[config.mk]
export PLATFORM = sky130hd
export DESIGN_NAME = clk_seq_ctrl
export DESIGN_NICKNAME = d
export VERILOG_FILES = /design/src/rtl/clk_seq_ctrl.sv
export SDC_FILE = /design/constraint.sdc
export NUM_CORES = 1
export LEC_CHECK = 0
export CELL_PAD_IN_SITES_DETAIL_PLACEMENT = 0
export CELL_PAD_IN_SITES_GLOBAL_PLACEMENT = 2
export CORE_ASPECT_RATIO = 2
export CORE_MARGIN = 5
export CORE_UTILIZATION = 34
export CTS_BUF_LIST = sky130_fd_sc_hd__clkbuf_4 sky130_fd_sc_hd__clkbuf_8
export DETAILED_ROUTE_END_ITERATION = 8
export GPL_TIMING_DRIVEN = 1
export PLACE_DENSITY_LB_ADDON = 0.2
export SYNTH_ARGS = -nofsm -noshare
export SYNTH_HDL_FRONTEND = slang
export SYNTH_SLANG_ARGS = --single-unit
[constraint.sdc]
create_clock -name clk_8f -period 1.8 [get_ports clk_8f]
set_input_delay 0.54 -clock clk_8f [delete_from_list [all_inputs] [get_ports clk_8f]]
set_output_delay 0.54 -clock clk_8f [all_outputs]
set_load 0.03 [all_outputs]
[src/rtl/clk_seq_ctrl.sv]
// clk_seq_ctrl: start-up / shutdown sequencer for an external clock generator
// running from clk_8f. It brings the generator up through a held-reset phase
// and a warm-up phase, then flags derived clocks valid. It tracks the clk_8f
// position within each clk_f period and drains the current clk_f period on
// a graceful stop.
//
// Optional feature: define CLK_SEQ_STATS_EN to add the per_cnt clk_f period
// counter.
//
// Ports
//   clk_8f   in   sole clock, rising edge
//   rst      in   asynchronous reset, active low
//   start    in   level request to bring the generator up
//   stop     in   level request for graceful shutdown (beats start)
//   gen_rst  out  active-high reset to the generator
//   gen_enb  out  generator enable
//   ready    out  derived clocks valid (RUN only)
//   busy     out  sequencer not idle
//   phase    out  clk_8f position within the clk_f period
//   stb_2f   out  strobe on the last clk_8f cycle of each clk_2f period
//   stb_f    out  strobe on the last clk_8f cycle of each clk_f period
//   per_cnt  out  clk_f periods seen in RUN/DRAIN (CLK_SEQ_STATS_EN only)
module clk_seq_ctrl #(
  parameter int unsigned RST_CYC    = 2,  // 1..15
  parameter int unsigned WARMUP_CYC = 8   // 8, 16, 24 or 32
) (
  input  logic        clk_8f,
  input  logic        rst,
  input  logic        start,
  input  logic        stop,
  output logic        gen_rst,
  output logic        gen_enb,
  output logic        ready,
  output logic        busy,
  output logic [2:0]  phase,
  output logic        stb_2f,
  output logic        stb_f
`ifdef CLK_SEQ_STATS_EN
  ,
  output logic [15:0] per_cnt
`endif
);

  localparam int unsigned CNT_W  = 4;
  localparam int unsigned WCNT_W = 5;
  localparam int unsigned PH_W   = 3;

  typedef enum logic [2:0] {
    IDLE   = 3'd0,
    RSTGEN = 3'd1,
    WARMUP = 3'd2,
    RUN    = 3'd3,
    DRAIN  = 3'd4
  } state_e;

  state_e              state_q, state_d;
  logic [CNT_W-1:0]    cnt_q, cnt_d;
  logic [WCNT_W-1:0]   wcnt_q, wcnt_d;
  logic [PH_W-1:0]     phase_q, phase_d;
  logic                req_q, req_d;
  logic                gen_rst_q, gen_rst_d;
  logic                gen_enb_q, gen_enb_d;
  logic                ready_q, ready_d;
  logic                busy_q, busy_d;
  logic                stb_2f_q, stb_2f_d;
  logic                stb_f_q, stb_f_d;

  // Next-state, counters and output decode; outputs are decoded from the
  // next state so each registered output matches the state it is shown in.
  always_comb begin
    state_d = state_q;
    cnt_d   = cnt_q;
    wcnt_d  = wcnt_q;
    phase_d = phase_q;
    req_d   = 1'b0;

    case (state_q)
      // start is captured into req_q first; the sequence launches on the
      // following edge unless stop is raised meanwhile.
      IDLE: begin
        phase_d = '0;
        if (stop) begin
          req_d = 1'b0;
        end else if (req_q) begin
          state_d = RSTGEN;
          cnt_d   = '0;
        end else begin
          req_d = start;
        end
      end
      RSTGEN: begin
        if (stop) begin
          state_d = IDLE;
        end else if (cnt_q == CNT_W'(RST_CYC - 1)) begin
          state_d = WARMUP;
          phase_d = '0;
          wcnt_d  = '0;
        end else begin
          cnt_d = cnt_q + CNT_W'(1);
        end
      end
      // WARMUP_CYC is a multiple of 8, so phase wraps to 0 on RUN entry.
      WARMUP: begin
        if (stop) begin
          state_d = IDLE;
          phase_d = '0;
        end else begin
          phase_d = phase_q + PH_W'(1);
          wcnt_d  = wcnt_q + WCNT_W'(1);
          if (wcnt_q == WCNT_W'(WARMUP_CYC - 1)) begin
            state_d = RUN;
          end
        end
      end
      RUN: begin
        phase_d = phase_q + PH_W'(1);
        if (stop) begin
          state_d = DRAIN;
        end
      end
      // Finish the current clk_f period; neither start nor stop matters here.
      DRAIN: begin
        if (phase_q == PH_W'(7)) begin
          state_d = IDLE;
          phase_d = '0;
        end else begin
          phase_d = phase_q + PH_W'(1);
        end
      end
      default: begin
        state_d = IDLE;
        phase_d = '0;
      end
    endcase

    gen_rst_d = (state_d == IDLE) || (state_d == RSTGEN);
    gen_enb_d = (state_d == WARMUP) || (state_d == RUN) || (state_d == DRAIN);
    ready_d   = (state_d == RUN);
    busy_d    = (state_d != IDLE);
    stb_2f_d  = ((state_d == RUN) || (state_d == DRAIN)) && (phase_d[1:0] == 2'd3);
    stb_f_d   = ((state_d == RUN) || (state_d == DRAIN)) && (phase_d == PH_W'(7));
  end

  // State, counter and output registers.
  always_ff @(posedge clk_8f or negedge rst) begin
    if (!rst) begin
      state_q   <= IDLE;
      cnt_q     <= '0;
      wcnt_q    <= '0;
      phase_q   <= '0;
      req_q     <= 1'b0;
      gen_rst_q <= 1'b1;
      gen_enb_q <= 1'b0;
      ready_q   <= 1'b0;
      busy_q    <= 1'b0;
      stb_2f_q  <= 1'b0;
      stb_f_q   <= 1'b0;
    end else begin
      state_q   <= state_d;
      cnt_q     <= cnt_d;
      wcnt_q    <= wcnt_d;
      phase_q   <= phase_d;
      req_q     <= req_d;
      gen_rst_q <= gen_rst_d;
      gen_enb_q <= gen_enb_d;
      ready_q   <= ready_d;
      busy_q    <= busy_d;
      stb_2f_q  <= stb_2f_d;
      stb_f_q   <= stb_f_d;
    end
  end

  assign gen_rst = gen_rst_q;
  assign gen_enb = gen_enb_q;
  assign ready   = ready_q;
  assign busy    = busy_q;
  assign phase   = phase_q;
  assign stb_2f  = stb_2f_q;
  assign stb_f   = stb_f_q;

`ifdef CLK_SEQ_STATS_EN
  logic [15:0] per_cnt_q, per_cnt_d;

  // Counts clk_f periods in step with stb_f; only rst clears it.
  always_comb begin
    per_cnt_d = per_cnt_q;
    if (stb_f_d) begin
      per_cnt_d = per_cnt_q + 16'd1;
    end
  end

  always_ff @(posedge clk_8f or negedge rst) begin
    if (!rst) begin
      per_cnt_q <= '0;
    end else begin
      per_cnt_q <= per_cnt_d;
    end
  end

  assign per_cnt = per_cnt_q;
`endif

endmodule
==> images/sizes.png <==
Scale bar: 20 um.
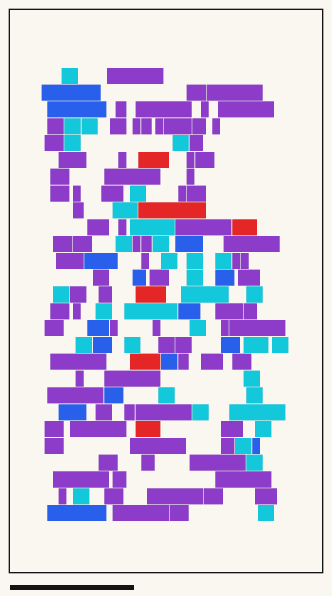
- _2 cells: blue (cells 15; share 11%)
- _0 and _1 cells: purple (cells 87; share 61%)
- _3 and _4 cells: cyan (cells 34; share 24%)
- _6 and larger: red (cells 6; share 4.2%)

==> images/clk_routes.png <==
Scale bar: 20 um.
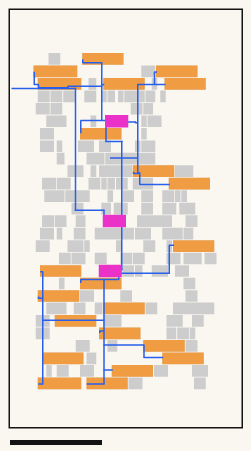
- clock drivers: magenta (count 3)
- flip-flops: orange (count 22)
- clock wires: blue (length 301 um)
- routed clock nets: 4

==> images/flops_by_reg.png <==
Scale bar: 20 um. Other sequential cells in the stronger gray, the rest of the logic in the fainter gray.
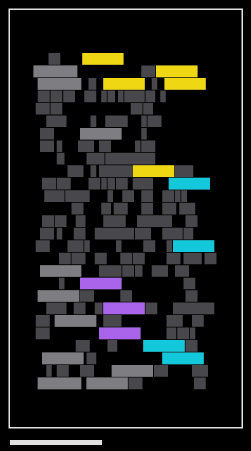
- wcnt_q: yellow (sequential cells 5)
- state_q: purple (sequential cells 3)
- cnt_q: cyan (sequential cells 4)
flop share of the area: 34.83%
register area: 554.3 um2

==> images/detail.png <==
Region (20, 8) to (50, 38) um. Cells in gray, sequential cells in the stronger gray; small squares are vias.
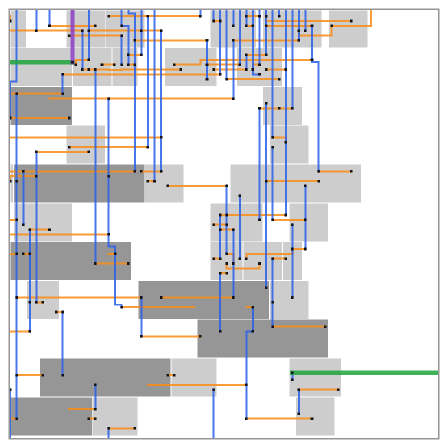
- metal 2: blue
- metal 4: purple
- metal 3: green
- metal 1: orange
- most frequent: buf_4 (9), dfrtp_1 (6), dlygate4sd2_1 (2)
- cells with their middle in the window: 33
- netlist names of flops here include: cnt_q (2), state_q (2)
- sequential cells in the window: 6

==> summary.txt <==
yosys + openroad results -> initial antenna violation count=0, combinational share of cell area=36.16%, Top reg by flops=wcnt_q, status=finished clean, Top Family by Delay on Critical Path=simple AND/OR/NAND/NOR gates, register share of total power=36.7%, I/O pins=13, Root Buffer=clkbuf_8, critical setup path kind=register to register, Clock transition at path regs=0.08 ns, Area growth, synth to finish=43.08%, cycle use final=98.36%, Congestion Overflow GR=0, Post-Syn Area=0.001112 mm2, core box area=0.003157 mm2, count leader, synth=dfrtp_1, relative slew slack=78.05%, # port buffers=12, Unique cell types=39, number of diodes=0, Final Hold Viols=0, Hold WS=0.5460 ns, simple share=23.51%, top flop regs=wcnt_q (5), cnt_q (4), drt first pass iters=4, XOR/XNOR Area Share=2.362%, logic area=575.6 um2, Total Wirelength=2.585 mm, yosys adder share=5.624%, DRT met1 WL=937 um, Die W=50.45 um, Worst VDD drop=0.5769 mV, Detailed Place HPWL=2.020 mm, Post-Synthesis Net Count=107, nets=152, overall power=0.001810 W, sw frac=31.42%, RSZ-0062 raised after global routing=true, P_seq=0.000664 W, ys flop type=dfrtp_1, final std cells w/o fill=173, met1 usage=13.32%, EDFF count, synth=0
Power and IR drop assume default switching activity.
